$ cat src/rtl/vga_scan.sv
// vga_scan: VGA raster timing generator with a line-fetch handshake.
// hc/vc walk the raster (active, front porch, sync, back porch) and drive the
// fetch side (advance/newline/repeat_line/line) straight from the counters.
// The matching blanking/sync decodes travel down a FETCH_LAT-deep shift
// register so that they line up with the pixel word coming back from the
// fetcher. They are then registered together with the colour data.
// The replay port is named repeat_line because 'repeat' is a reserved word.
module vga_scan #(
    parameter int BPP         = 4,
    parameter int H_ACTIVE    = 640,
    parameter int H_FRONT     = 16,
    parameter int H_SYNC      = 96,
    parameter int H_BACK      = 48,
    parameter int V_ACTIVE    = 480,
    parameter int V_FRONT     = 10,
    parameter int V_SYNC      = 2,
    parameter int V_BACK      = 33,
    parameter bit HS_POL      = 1'b0,
    parameter bit VS_POL      = 1'b0,
    parameter int SCALE_SHIFT = 1,
    parameter int FETCH_LAT   = 1,
    parameter int LINE_W      = 8
) (
    input  logic                 clk,
    input  logic                 reset,
    output logic                 hs,
    output logic                 vs,
    output logic                 fr,
    output logic [BPP-1:0]       r,
    output logic [BPP-1:0]       g,
    output logic [BPP-1:0]       b,
    output logic                 newline,
    output logic                 repeat_line,
    output logic                 advance,
    output logic [LINE_W-1:0]    line,
    input  logic [3*BPP-1:0]     pixel
);

    localparam int H_TOTAL = H_ACTIVE + H_FRONT + H_SYNC + H_BACK;
    localparam int V_TOTAL = V_ACTIVE + V_FRONT + V_SYNC + V_BACK;

    // Decode bounds, all resolved at elaboration time.
    localparam logic [11:0] H_DE_END = 12'(H_ACTIVE);
    localparam logic [11:0] H_SY_BEG = 12'(H_ACTIVE + H_FRONT);
    localparam logic [11:0] H_SY_END = 12'(H_ACTIVE + H_FRONT + H_SYNC);
    localparam logic [11:0] H_LAST   = 12'(H_TOTAL - 1);
    localparam logic [11:0] V_DE_END = 12'(V_ACTIVE);
    localparam logic [11:0] V_SY_BEG = 12'(V_ACTIVE + V_FRONT);
    localparam logic [11:0] V_SY_END = 12'(V_ACTIVE + V_FRONT + V_SYNC);
    localparam logic [11:0] V_LAST   = 12'(V_TOTAL - 1);

    // Low vc bits that select which replay of a source line is on screen.
    localparam logic [11:0] SCALE_MASK = 12'((1 << SCALE_SHIFT) - 1);

    // Parameter sanity: refuse to build a raster that cannot exist.
    if (H_ACTIVE == 0 || H_FRONT == 0 || H_SYNC == 0 || H_BACK == 0) begin : g_bad_h
        $error("vga_scan: horizontal timing parameters must be nonzero");
    end
    if (V_ACTIVE == 0 || V_FRONT == 0 || V_SYNC == 0 || V_BACK == 0) begin : g_bad_v
        $error("vga_scan: vertical timing parameters must be nonzero");
    end
    if (H_TOTAL > 4095 || V_TOTAL > 4095) begin : g_bad_total
        $error("vga_scan: H_TOTAL and V_TOTAL must not exceed 4095");
    end
    if (SCALE_SHIFT < 0 || SCALE_SHIFT > 3) begin : g_bad_scale
        $error("vga_scan: SCALE_SHIFT must be in 0..3");
    end
    if (FETCH_LAT < 0 || FETCH_LAT > 4) begin : g_bad_lat
        $error("vga_scan: FETCH_LAT must be in 0..4");
    end
    if (LINE_W < 1 || LINE_W + SCALE_SHIFT > 12) begin : g_bad_line
        $error("vga_scan: LINE_W must be >= 1 and fit in vc above SCALE_SHIFT");
    end
    if (BPP < 1) begin : g_bad_bpp
        $error("vga_scan: BPP must be at least 1");
    end

    logic [11:0] hc;
    logic [11:0] vc;
    logic        hc_last;
    logic        vc_last;
    logic        de0;
    logic        hs0;
    logic        vs0;
    logic        v_act;
    logic        line_start;
    logic        scale_first;
    logic [11:0] vc_src;

    logic        de_d;
    logic        hs_d;
    logic        vs_d;

    // End-of-line / end-of-frame detection.
    always_comb begin
        hc_last = (hc == H_LAST);
        vc_last = (vc == V_LAST);
    end

    // Raster counters: hc every cycle, vc on each hc wrap, both wrap together.
    always_ff @(posedge clk) begin
        if (reset) begin
            hc <= '0;
            vc <= '0;
        end else if (hc_last) begin
            hc <= '0;
            vc <= vc_last ? 12'd0 : vc + 12'd1;
        end else begin
            hc <= hc + 12'd1;
        end
    end

    // Stage-0 decodes taken directly from the current counter state.
    always_comb begin
        v_act       = (vc < V_DE_END);
        de0         = (hc < H_DE_END) && v_act;
        hs0         = (hc >= H_SY_BEG) && (hc < H_SY_END);
        vs0         = (vc >= V_SY_BEG) && (vc < V_SY_END);
        line_start  = (hc == 12'd0);
        scale_first = ((vc & SCALE_MASK) == 12'd0);
        vc_src      = vc >> SCALE_SHIFT;
    end

    // Fetch-side requests; held quiet while reset is asserted so a fetcher
    // never sees a request from the zeroed counters before release.
    always_comb begin
        advance     = de0 && !reset;
        fr          = !reset && line_start && (vc == 12'd0);
        newline     = !reset && line_start && v_act && scale_first;
        repeat_line = !reset && line_start && v_act && !scale_first;
        line        = reset ? '0 : vc_src[LINE_W-1:0];
    end

    if (FETCH_LAT == 0) begin : g_no_lat
        // Pixel arrives in the same cycle as advance: no delay needed.
        always_comb begin
            de_d = de0;
            hs_d = hs0;
            vs_d = vs0;
        end
    end else begin : g_lat
        logic [FETCH_LAT-1:0] de_sr;
        logic [FETCH_LAT-1:0] hs_sr;
        logic [FETCH_LAT-1:0] vs_sr;

        // Delay the decodes by the fetch latency; bit 0 is the youngest stage.
        always_ff @(posedge clk) begin
            if (reset) begin
                de_sr <= '0;
                hs_sr <= '0;
                vs_sr <= '0;
            end else begin
                de_sr <= FETCH_LAT'({de_sr, de0});
                hs_sr <= FETCH_LAT'({hs_sr, hs0});
                vs_sr <= FETCH_LAT'({vs_sr, vs0});
            end
        end

        // Oldest stage lines up with the pixel returned for that advance.
        always_comb begin
            de_d = de_sr[FETCH_LAT-1];
            hs_d = hs_sr[FETCH_LAT-1];
            vs_d = vs_sr[FETCH_LAT-1];
        end
    end

    // Output register: sync and colour leave together so they stay aligned.
    always_ff @(posedge clk) begin
        if (reset) begin
            hs <= ~HS_POL;
            vs <= ~VS_POL;
            r  <= '0;
            g  <= '0;
            b  <= '0;
        end else begin
            hs <= hs_d ? HS_POL : ~HS_POL;
            vs <= vs_d ? VS_POL : ~VS_POL;
            if (de_d) begin
                r <= pixel[3*BPP-1:2*BPP];
                g <= pixel[2*BPP-1:BPP];
                b <= pixel[BPP-1:0];
            end else begin
                r <= '0;
                g <= '0;
                b <= '0;
            end
        end
    end

endmodule

$ cat config.mk
export PLATFORM = sky130hd
export DESIGN_NAME = vga_scan
export DESIGN_NICKNAME = d
export VERILOG_FILES = /design/src/rtl/vga_scan.sv
export SDC_FILE = /design/constraint.sdc
export NUM_CORES = 1
export LEC_CHECK = 0
export CAP_MARGIN = 25
export CORE_MARGIN = 1
export CORE_UTILIZATION = 40
export DETAILED_ROUTE_END_ITERATION = 6
export GPL_TIMING_DRIVEN = 0
export PLACE_DENSITY = 0.66
export RECOVER_POWER = 100
export SYNTH_ARGS = -nofsm -noshare
export SYNTH_HDL_FRONTEND = slang
export SYNTH_SLANG_ARGS = --single-unit
$ cat constraint.sdc
create_clock -name clk -period 6.68 [get_ports clk]
set_input_delay 0.668 -clock clk [delete_from_list [all_inputs] [get_ports clk]]
set_output_delay 0.668 -clock clk [all_outputs]
set_load 0.01 [all_outputs]
**The clock network**

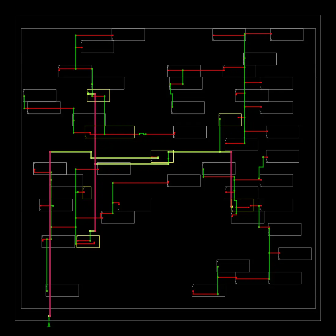
Clock net power: 0.191 mW
Num CTS Buffers: 5
num sequential: 41

**Supply network**

Drawn at 6 px/um. Pins as bars on the die edge.
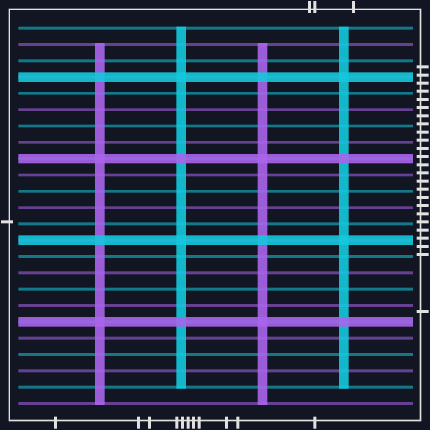
VDD: in cyan. VSS: in purple.
4 straps on met5. 4 straps on met4. 24 met1 rails follow the rows. The core has 23 rows.
Chip Width: 68.3 um
chip height: 68.3 um
core area: 0.00412 mm^2
Peak VDD IR: 0.135 mV

==> GITHUB_STEP_SUMMARY <==
## Synthesis and layout report

| Metric | Value |
|---|---|
| GRT overflow | `0` |
| RD Place Congestion | `0.832` |
| Final Slew Violations | `0` |
| Netlist Area Pre-Place | `0.00176 mm^2` |
| Fillcell total | `416` |
| Critical setup path kind | `reg2out` |
| Dominant logic cell types in the final layout | `dfxtp_1, dlygate4sd3_1, nor2_1, nand2_1, clkdlybuf4s50_1` |
| Post-Syn Instances | `203` |
| Layout cells sized above 1 | `0.0323` |
| Clk latency late pin | `290 ps` |
| Clk pwr share | `0.404` |
| Yosys synthesis chip area | `0.00176 mm^2` |
| DR vias | `1503` |
| DIE AREA | `0.00466 mm^2` |
| I/O pin total | `approximately 40` |
| Init Core Util | `0.427` |
| Post-CTS setup buffer count | `0` |
| Most common cell in the netlist | `dfxtp_1` |
| Psw | `a little under 0.1 mW` |
| Max-Cap Viols | `0` |
| Mapped Nets | `221` |
| Max Fclk | `0.323 GHz` |
| CP arrival | `2430 ps` |
| Detail Route met2 WL | `around 1.5 mm` |
| DR DRC count | `0` |
| CP bufs+invs | `2` |
| EDFF count, synth | `0` |
| Initial antenna violation count | `0` |
| Least-Margin Pin Slew | `~760 ps` |
| Seq pwr share | `0.532` |
| Met1 WL | `1.84 mm` |
| CTS tree | `done` |
| Final ANT Viol Nets | `0` |
| Final clock skew | `5.10 ps` |
| Critical path, cell by cell | `clkbuf_1 > or4_1 > nor2_1 > nand3_1 > nor3_1 > dlygate4sd3_1` |
| Slew HR | `0.491` |
| Biggest consumer | `registers` |
| Comb pwr share | `0.064` |
| Drt initial violations | `94` |
| Cell family with most CP delay | `simple AND/OR/NAND/NOR gates` |
| Routed len/inst | `12.3 um` |
| Combinational group power | `between 0.03 and 0.04 mW` |
| Layout area overhead | `29.8%` |
| # clock sinks | `just over 40` |
| Sum Neg Setup Slack | `0 ps` |
| First-pass GRT wire length | `6.37 mm` |
| Synth top cells by count | `dfxtp_1, nor2_1, and2_1, nand2_1` |
| Critical path's largest stage delay | `approximately 630 ps` |
| Critical Path RT | `6010 ps` |
| Number of global-route vias before repair | `1382` |
| Yosys cell types | `29` |
| Top cells by area | `dfxtp_1, and2_1, xnor2_1` |
| Post-CTS Resized | `0` |
| Critical path fanouts, max | `8` |
| Lkg Pwr | `0.854 nW` |
| Crit path launch type | `register` |
| HP Class | `reg2reg` |
| Post-Route WL | `3.66 mm` |
| GR peak layer | `met2` |
| Metal3 WL | `225 um` |
| Yosys warns | `0` |
| CP Depth | `6` |
| Dominant Register Cell | `dfxtp_1` |
| RSZ-0062 raised after global routing | `false` |
| IO Port Bufs | `38` |
| Uppermost layer routed | `met4` |
| Worst hold path cell count | `1` |
| Setup violators final | `0` |
| Post-synthesis async set-or-reset flop share | `0` |
| Switching fraction of total power | `0.206` |
| P_seq | `between 0.2 and 0.3 mW` |
| HPWL after DPL | `2.60 mm` |
| Commonest Layout Cell | `dfxtp_1` |
| Met1 Use GR | `0.240` |
| Status | `completed` |
| Met3 Use GR | `0.0450` |
==> flip-flops by register name (all words and copies together), names as in the netlist <==
name	count
b	4
de_d	1
g	4
g_lat.hs_sr	1
g_lat.vs_sr	1
hc	12
hs	1
r	4
vc	12
vs	1
==> cell families (layout without fill, tap and decap cells) <==
group,after synthesis,in the layout,synth area share
AND-OR/OR-AND,23,23,0.0712
flip-flops,41,41,0.467
XOR/XNOR,11,11,0.0548
buffers and inverters,18,63,0.0477
adder cells (fa/ha/maj),4,4,0.0285
AND/OR/NAND/NOR,106,106,0.331
==> cell type report <==
| cell class | count | area [um^2] | share of cell area |
|---|---|---|---|
| sequential | 41 | 821 | 0.360 |
| timing repair buffer | 38 | 380 | 0.167 |
| tap | 50 | 62.6 | 0.0274 |
| buffer | 11 | 42.5 | 0.0186 |
| clock inverter | 2 | 35.0 | 0.0154 |
| clock buffer | 5 | 68.8 | 0.0302 |
| inverter | 7 | 26.3 | 0.0115 |
| multi-input combinational | 144 | 846 | 0.371 |
==> final timing paths <==
path                        end                   start  slack, ps
max                     newline        hc[5]$_SDFF_PP0_       3580
min               hs$_SDFF_PP1_  g_lat.hs_sr$_SDFF_PP0_        380
max reg2reg  vc[0]$_SDFFE_PP0N_        hc[5]$_SDFF_PP0_       4020
min reg2reg       hs$_SDFF_PP1_  g_lat.hs_sr$_SDFF_PP0_        380
==> stage by stage <==
step	instances	power [mW]	area [um^2]	hold slack [ps]	worst slack, ps
3_3_place_gp	291	0.289	2200	358	3790
5_1_grt	298	0.495	2280	398	3420
2_1_floorplan	203	0.271	1760	356	4380
4_1_cts	298	0.482	2300	380	3690
6_report	298	0.472	2280	378	3580
3_5_place_dp	291	0.289	2200	366	3780
No activity file was given, so power comes from the tool's default toggle rates.
